`src/rtl/dds_bank.sv`:
```
// dds_bank: time-multiplexed CHANNELS-way DDS oscillator with per-channel waveform, duty, offset and hard sync.
// A tick starts a pass that updates one channel per clock and registers its sample at the same edge.
module dds_bank #(
  parameter int WIDTH    = 32,
  parameter int CHANNELS = 4,
  parameter int PWM_BITS = 7,
  parameter int CW       = $clog2(CHANNELS)
) (
  input  logic                clk_i,
  input  logic                rst_ni,
  input  logic                tick_i,
  input  logic [CHANNELS-1:0] sync_i,
  input  logic                cfg_valid_i,
  output logic                cfg_ready_o,
  input  logic [CW-1:0]       cfg_chan_i,
  input  logic [1:0]          cfg_addr_i,
  input  logic [WIDTH-1:0]    cfg_data_i,
  output logic                out_valid_o,
  output logic [CW-1:0]       out_chan_o,
  output logic [WIDTH-1:0]    out_sample_o,
  output logic                overrun_o,
  input  logic                overrun_clr_i
);

  typedef enum logic {S_IDLE, S_RUN} state_t;

  localparam logic [CW-1:0]       CH_LAST  = CW'(CHANNELS - 1);
  localparam logic [PWM_BITS-1:0] DUTY_RST = {1'b1, {(PWM_BITS-1){1'b0}}};

  state_t                state_q;
  logic [CW-1:0]         ch_q;
  logic                  out_valid_q;
  logic [CW-1:0]         out_chan_q;
  logic [WIDTH-1:0]      out_sample_q;
  logic                  overrun_q;
  logic [CHANNELS-1:0]   sync_pend_q;

  logic [WIDTH-1:0]      phase_q  [CHANNELS];
  logic [WIDTH-1:0]      freq_q   [CHANNELS];
  logic [WIDTH-1:0]      offset_q [CHANNELS];
  logic [2:0]            mode_q   [CHANNELS];
  logic [PWM_BITS-1:0]   duty_q   [CHANNELS];

  logic [CHANNELS-1:0]   sync_clr;
  logic [CHANNELS-1:0]   sync_pend_d;
  logic                  overrun_d;
  logic [WIDTH-1:0]      phase_d;
  logic [WIDTH-1:0]      out_phase;
  logic [WIDTH-1:0]      sample_d;

  function automatic logic [WIDTH-1:0] shape(input logic [2:0]          mode,
                                             input logic [WIDTH-1:0]    p,
                                             input logic [PWM_BITS-1:0] duty);
    logic [WIDTH-1:0] dbl;
    dbl = p << 1;
    case (mode)
      3'd0:    shape = p;
      3'd1:    shape = ~p;
      3'd2:    shape = p[WIDTH-1] ? ~dbl : dbl;
      3'd3:    shape = {WIDTH{~p[WIDTH-1]}};
      3'd4:    shape = {WIDTH{p[WIDTH-1 -: PWM_BITS] < duty}};
      default: shape = '0;
    endcase
  endfunction

  always_comb begin
    sync_clr = '0;
    if (state_q == S_RUN) sync_clr[ch_q] = 1'b1;
    // a sync arriving on the very edge that processes its channel stays pending for the next pass
    sync_pend_d = (sync_pend_q & ~sync_clr) | sync_i;
    overrun_d   = (tick_i && (state_q == S_RUN)) || (overrun_q && !overrun_clr_i);
    phase_d     = sync_pend_q[ch_q] ? '0 : phase_q[ch_q] + freq_q[ch_q];
    out_phase   = phase_d + offset_q[ch_q];
    sample_d    = shape(mode_q[ch_q], out_phase, duty_q[ch_q]);
  end

  always_ff @(posedge clk_i or negedge rst_ni) begin
    if (!rst_ni) begin
      state_q      <= S_IDLE;
      ch_q         <= '0;
      out_valid_q  <= 1'b0;
      out_chan_q   <= '0;
      out_sample_q <= '0;
      overrun_q    <= 1'b0;
      sync_pend_q  <= '0;
      for (int i = 0; i < CHANNELS; i++) begin
        phase_q[i]  <= '0;
        freq_q[i]   <= '0;
        offset_q[i] <= '0;
        mode_q[i]   <= '0;
        duty_q[i]   <= DUTY_RST;
      end
    end else begin
      sync_pend_q <= sync_pend_d;
      overrun_q   <= overrun_d;
      out_valid_q <= 1'b0;
      case (state_q)
        S_IDLE: begin
          if (cfg_valid_i) begin
            case (cfg_addr_i)
              2'd0:    freq_q[cfg_chan_i]   <= cfg_data_i;
              2'd1:    mode_q[cfg_chan_i]   <= cfg_data_i[2:0];
              2'd2:    duty_q[cfg_chan_i]   <= cfg_data_i[PWM_BITS-1:0];
              default: offset_q[cfg_chan_i] <= cfg_data_i;
            endcase
          end
          if (tick_i) begin
            state_q <= S_RUN;
            ch_q    <= '0;
          end
        end
        S_RUN: begin
          phase_q[ch_q] <= phase_d;
          out_valid_q   <= 1'b1;
          out_chan_q    <= ch_q;
          out_sample_q  <= sample_d;
          if (ch_q == CH_LAST) begin
            state_q <= S_IDLE;
            ch_q    <= '0;
          end else begin
            ch_q <= ch_q + CW'(1);
          end
        end
        default: begin
          state_q <= S_IDLE;
          ch_q    <= '0;
        end
      endcase
    end
  end

  assign cfg_ready_o  = (state_q == S_IDLE);
  assign out_valid_o  = out_valid_q;
  assign out_chan_o   = out_chan_q;
  assign out_sample_o = out_sample_q;
  assign overrun_o    = overrun_q;

endmodule
```
`config.mk`:
```
export PLATFORM = sky130hd
export DESIGN_NAME = dds_bank
export DESIGN_NICKNAME = d
export VERILOG_FILES = /design/src/rtl/dds_bank.sv
export SDC_FILE = /design/constraint.sdc
export NUM_CORES = 1
export LEC_CHECK = 0
export CAP_MARGIN = 20
export CORE_MARGIN = 4
export CORE_UTILIZATION = 45
export DETAILED_ROUTE_END_ITERATION = 12
export GPL_ROUTABILITY_DRIVEN = 0
export HOLD_SLACK_MARGIN = 0.08
export PLACE_DENSITY = 0.71
export SETUP_SLACK_MARGIN = 0.4
export SYNTH_ARGS = -nofsm -noshare
export SYNTH_HDL_FRONTEND = slang
export SYNTH_SLANG_ARGS = --single-unit
```
`constraint.sdc`:
```
create_clock -name clk_i -period 13.8 [get_ports clk_i]
set_input_delay 1.38 -clock clk_i [delete_from_list [all_inputs] [get_ports clk_i]]
set_output_delay 1.38 -clock clk_i [all_outputs]
set_load 0.01 [all_outputs]
```
**Routed clock nets over the placement**

Bar = 50 um.
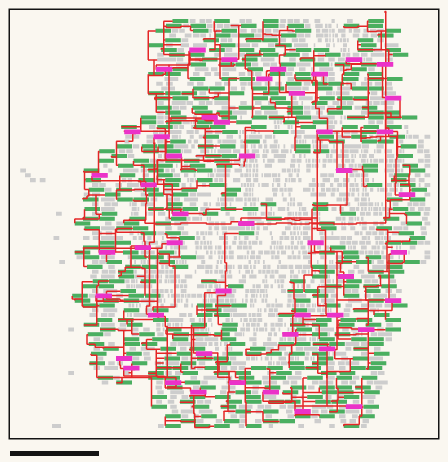
[flip-flops] green | count: 467
[clock wires] red | length: 5680 um
[clock-net drivers] magenta | count: 48
routed clock nets	49

**Clock routing**

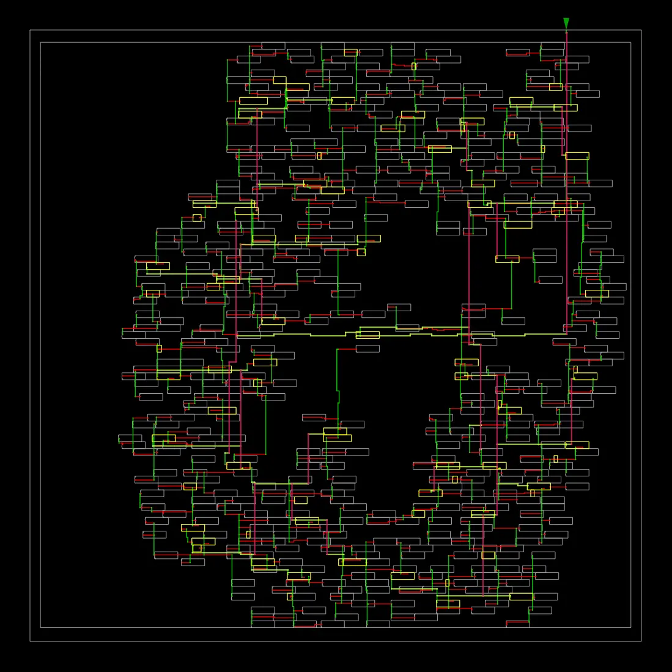
FFs & Latches: 467
clock latency on the worst-skew pair: 0.57 ns
Clock group: 1.33 mW
clock skew: 0.0149 ns

**Placement by cell class**

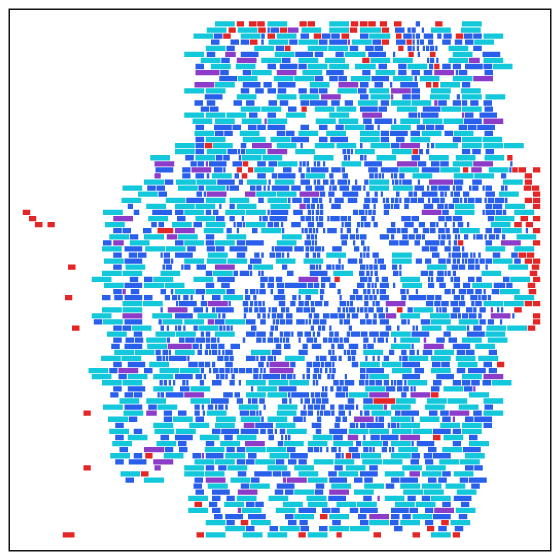
class	colour	cells
remaining logic cells	blue	1391
remaining buffers and delay cells	red	106
sequential cells	cyan	467
clock drivers and dummy loads	purple	85

==> qor.yml <==
outcome: "finished clean"
r2r-end: "out_sample_o[0]$_DFFE_PN0P_"
seqCellArea_um2: 11700
dr.max_layer_used: "met4"
tns_ns: 0
netSwitchingFraction: 0.400
intPower_mw: 4.07
timing.hold.ws_ns: 0.474
core_um2: 53900
slowest_stage: "dfrtp_4"
grt_max_degree: 191
edf_count: 0
combPwrFrac: 0.487
comb_power_mw: 3.30
yosys_cells: 1980
buffers_excl_clock: 106
cts_hold_buf: 0
grt_pass1_vias: 16700
synth-seq-area-share: 0.476
slew_violations: 0
final_area_um2: 27600
r2r_slack_ns: 4.15
critPathCapture: "out_sample_o[0]$_DFFE_PN0P_"
instances_no_fill: 2745
setup_viol: 0
antenna_cells: 0
dp_slack_ns: 4.20
dr.pass1.iters: 5
grtUsageMet3: 0.0322
buffer_area_frac: 0.0376
fp_nets: 2099
fin_crit_sh: 0.699
inv_count: 46
rsz0062_at_grt: "no"
synth.top_cells.by_area: "dfrtp_1, mux2_2, mux4_2"
critPathMaxStageDelay_ns: 0.88
common_cells: "dfrtp_1, mux2_2, nand2_1"
n_clock_buffer: 72
most-common-layout-cells: "dfrtp_1, mux2_2, nand2_1"
postSynthAreaPerCell_um2: 12.4
die_area_um2: 58300
synthesis.area_um2: 24500
cp.depth: 27
nets: 2133
netlist_logic_family_top: "multiplexers"
globalRouteOverflowTotal: 0
finalWorstSetupSlack_ns: 4.15
nMultiInputCombCells: 1345
nWellTaps: 696
relSlewSlack: 0.329
placed_cell_area_um2: 25900
hold_path_depth: 2
adder_share: 0.0383
crit_type: "reg2reg"
synthXorXnorAreaFrac: 0.0336
sh_seq_area: 0.424
wl_met1_um: 26200
top_area_frac: 0.472
p_per_area_nw_per_um2: 246
grt_pass1_wl_um: 95900
hold_path_end: "phase_q[26]$_DFFE_PN0P_"
maxPowerGroup: "combinational logic"
cts_resized: 0
cp_max_fo: 40
min_period_ns: 9.65
required_ns: 14.29
dp_cells: 2659
cp.buffers_inverters: 2
final_util: 0.512
hp-start: "phase_q[26]$_DFFE_PN0P_"
power.switching_mw: 2.71
grt-busiest-layer: "met2"
drt_iter0_markers: 1403
wl_met3_um: 3540
grtUsageMet1: 0.281
p_seq_mw: 2.15
clk_share: 0.0585
antenna_found_initial: 0
syn2layout_area_growth_pct: 12.4
tightest_slew_ns: 1.01
synth_area_leader_cell: "dfrtp_1"
crit_arrival_ns: 10.14
grt_use_met2: 0.335
yosys-stat-area_um2: 24500
crit_top_cell: "ha_1"
rr_worst_depth: 27
**Power grid**

Bar = 50 um. Pins as bars on the die edge. Tap cells in grey.
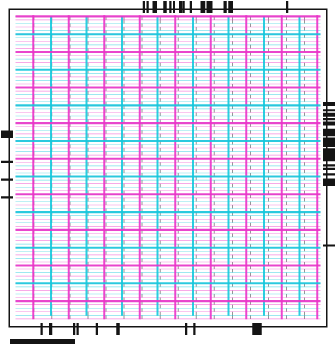
net	colour
VDD	cyan
VSS	magenta
rows	85
signal pins	82

**Signal wires by layer**

Bar = 50 um. Two of the layers only.
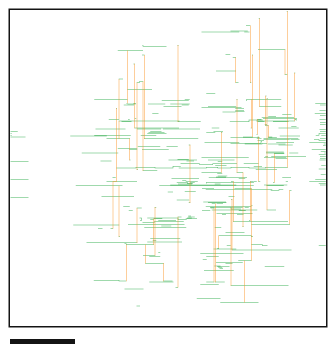
layer	colour	wire length
M3	green	3540 um
M4	orange	1870 um
routed vias: 16400
routed len/inst: 22.1 um
GRT Util Overall: 0.205
final WL: 60600 um

No activity file was given, so power comes from the tool's default toggle rates.
